Figure 1. Wiring by layer.
Only two layers are drawn.
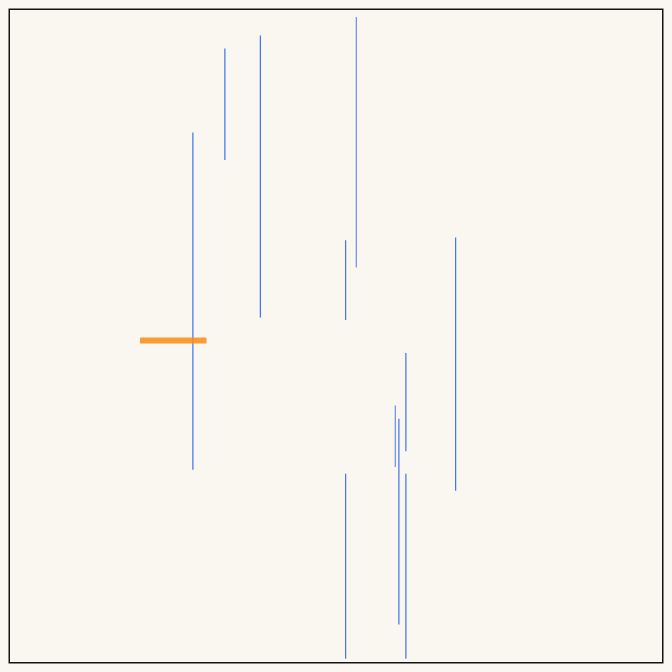
Figure 2. Metal 3.
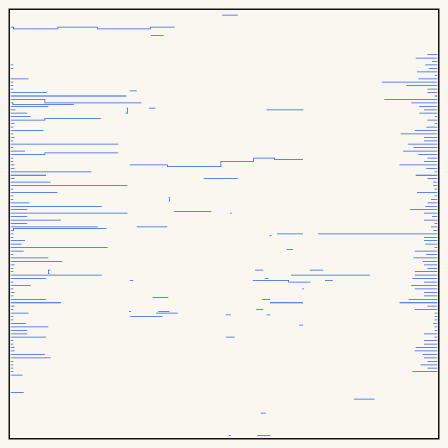
Figure 3. Ports around the boundary.
Pins as bars across the die edge, other pins in grey.
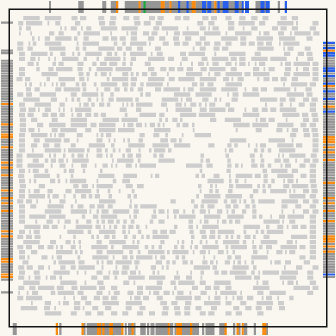
## src/rtl/fetch_stage.sv

```systemverilog
// Instruction fetch stage: PC register, IF/ID pipeline latch and a saturating
// count of valid instructions delivered to decode.
module fetch_stage #(
    parameter logic [63:0] RESET_PC    = 64'h0,
    parameter logic [31:0] NOP_INSTR   = 32'h00000013,
    // Reset value of fetch_count; nonzero only to reach saturation quickly in simulation.
    parameter logic [31:0] COUNT_RESET = 32'h0
) (
    input  logic        clk,
    input  logic        reset,
    input  logic        stall,
    input  logic        redirect,
    input  logic [63:0] redirect_pc,
    output logic [63:0] imem_addr,
    input  logic [31:0] imem_instr,
    output logic [63:0] PC_Out,
    output logic [63:0] IF_ID_PC_Out,
    output logic [31:0] IF_ID_Instruction,
    output logic        IF_ID_Valid,
    output logic [31:0] fetch_count
);

    logic [63:0] r_pc;
    logic [63:0] r_ifid_pc;
    logic [31:0] r_ifid_instr;
    logic        r_ifid_valid;
    logic [31:0] r_fetch_count;

    logic [63:0] w_pc_next;
    logic [63:0] w_redirect_aligned;
    logic        w_advance;

    assign w_pc_next          = r_pc + 64'd4;
    assign w_redirect_aligned = {redirect_pc[63:2], 2'b00};
    assign w_advance          = !redirect && !stall;

    // Redirect outranks stall: a taken branch squashes the held instruction.
    always_ff @(posedge clk or posedge reset) begin
        if (reset) begin
            r_pc          <= RESET_PC;
            r_ifid_pc     <= 64'h0;
            r_ifid_instr  <= NOP_INSTR;
            r_ifid_valid  <= 1'b0;
            r_fetch_count <= COUNT_RESET;
        end else if (redirect) begin
            r_pc          <= w_redirect_aligned;
            r_ifid_pc     <= 64'h0;
            r_ifid_instr  <= NOP_INSTR;
            r_ifid_valid  <= 1'b0;
        end else if (w_advance) begin
            r_pc          <= w_pc_next;
            r_ifid_pc     <= r_pc;
            r_ifid_instr  <= imem_instr;
            r_ifid_valid  <= 1'b1;
            if (r_fetch_count != 32'hFFFFFFFF) begin
                r_fetch_count <= r_fetch_count + 32'd1;
            end
        end
    end

    assign imem_addr         = r_pc;
    assign PC_Out            = r_pc;
    assign IF_ID_PC_Out      = r_ifid_pc;
    assign IF_ID_Instruction = r_ifid_instr;
    assign IF_ID_Valid       = r_ifid_valid;
    assign fetch_count       = r_fetch_count;

endmodule

```

## config.mk

```make
export PLATFORM = sky130hd
export DESIGN_NAME = fetch_stage
export DESIGN_NICKNAME = d
export VERILOG_FILES = /design/src/rtl/fetch_stage.sv
export SDC_FILE = /design/constraint.sdc
export NUM_CORES = 1
export LEC_CHECK = 0
export CAP_MARGIN = 20
export CELL_PAD_IN_SITES_DETAIL_PLACEMENT = 1
export CELL_PAD_IN_SITES_GLOBAL_PLACEMENT = 1
export CORE_MARGIN = 3
export CORE_UTILIZATION = 36
export CTS_BUF_LIST = sky130_fd_sc_hd__clkbuf_16
export DETAILED_ROUTE_END_ITERATION = 6
export PLACE_DENSITY_LB_ADDON = 0.1
export SLEW_MARGIN = 20
export SYNTH_ARGS = -nofsm -noshare
export SYNTH_HDL_FRONTEND = slang
export SYNTH_SLANG_ARGS = --single-unit
```

## constraint.sdc

```tcl
create_clock -name clk -period 12.6 [get_ports clk]
set_clock_uncertainty 0.15 [all_clocks]
set_input_delay 1.26 -clock clk [delete_from_list [all_inputs] [get_ports clk]]
set_output_delay 1.26 -clock clk [all_outputs]
set_load 0.1 [all_outputs]
```

==> results_dict.tcl <==
# implementation run metrics
set metrics [dict create \
    post_cts_resized 0 \
    yosysTopAreaCell "dfrtp_1" \
    ff_count 190 \
    slowest_delay_ns 0.77 \
    maxCapViolations 0 \
    cts_buffer_depth 2 \
    first_pass_iters 4 \
    synth-xor-area-share 0.0605 \
    power_leakage_uw 0.00572 \
    ys_sh_simple 0.205 \
    rsz0062_at_grt "false" \
    status "complete, no violations" \
    hold_class "flop to flop" \
    stdcell_area_um2 13500 \
    diodes 2 \
    compound_area_frac 0.0571 \
    power.group.top "combinational cells" \
    drt-met1-wl_um 14100 \
    busiest_layer "met2" \
    dpl_cell_area_um2 12900 \
    slew_viol_final 0 \
    power.switching_uw 954 \
    cp-endpoint "PC_Out[61]" \
    cp_num_cells 6 \
    power_frac_comb 0.388 \
    setup_viol 0 \
    final-hold-violation-count 0 \
    mux_share 0.102 \
    topCombFamilyByArea "simple AND/OR/NAND/NOR gates" \
    multiInputGateArea_um2 4100 \
    top_layer_used "met5" \
    cts_sinks 190 \
]
About Figure 1:
legend:
  M5:
    colour: orange
    wire_length: 15.6 um
  M4:
    colour: blue
    wire_length: 528 um

About Figure 2:
wire length on this layer: 1,870 um
nets with wire on the layer: 201
longest straight run: 46.9 um

About Figure 3:
legend:
  imem_addr:
    colour: orange
    pins: 64
    direction: output
    edge: 19 bottom, 19 right, 18 left, 8 top
  stall:
    colour: green
    pins: 1
    direction: input
    edge: top
  IF_ID_Instruction:
    colour: blue
    pins: 32
    direction: output
    edge: 20 top, 12 right
all pins by edge: 93 right, 91 top, 91 left, 82 bottom

## registers in the layout, indices dropped and copies added (netlist names)
register,flops
IF_ID_PC_Out,63
PC_Out,62
IF_ID_Instruction,32
fetch_count,32
IF_ID_Valid,1
## stage by stage
stage	utilization	hold slack (ns)	setup WS, ns	std cells
after CTS	0.516	0.370	8.49	1579
final	0.516	0.361	8.54	1581
after global routing	0.516	0.392	8.26	1581
after global placement	0.495	0.327	8.05	1547
after detailed placement	0.495	0.356	8.05	1547
after floorplan	-	0.627	6.02	964
## cell families after synthesis
| family | count (synthesis) |
|---|---|
| fa+ha+maj | 2 |
| flops | 190 |
| mux | 97 |
| compound gates | 90 |
| other cells | 1 |
| buf+inv | 122 |
| simple gates | 393 |
| xor+xnor | 66 |
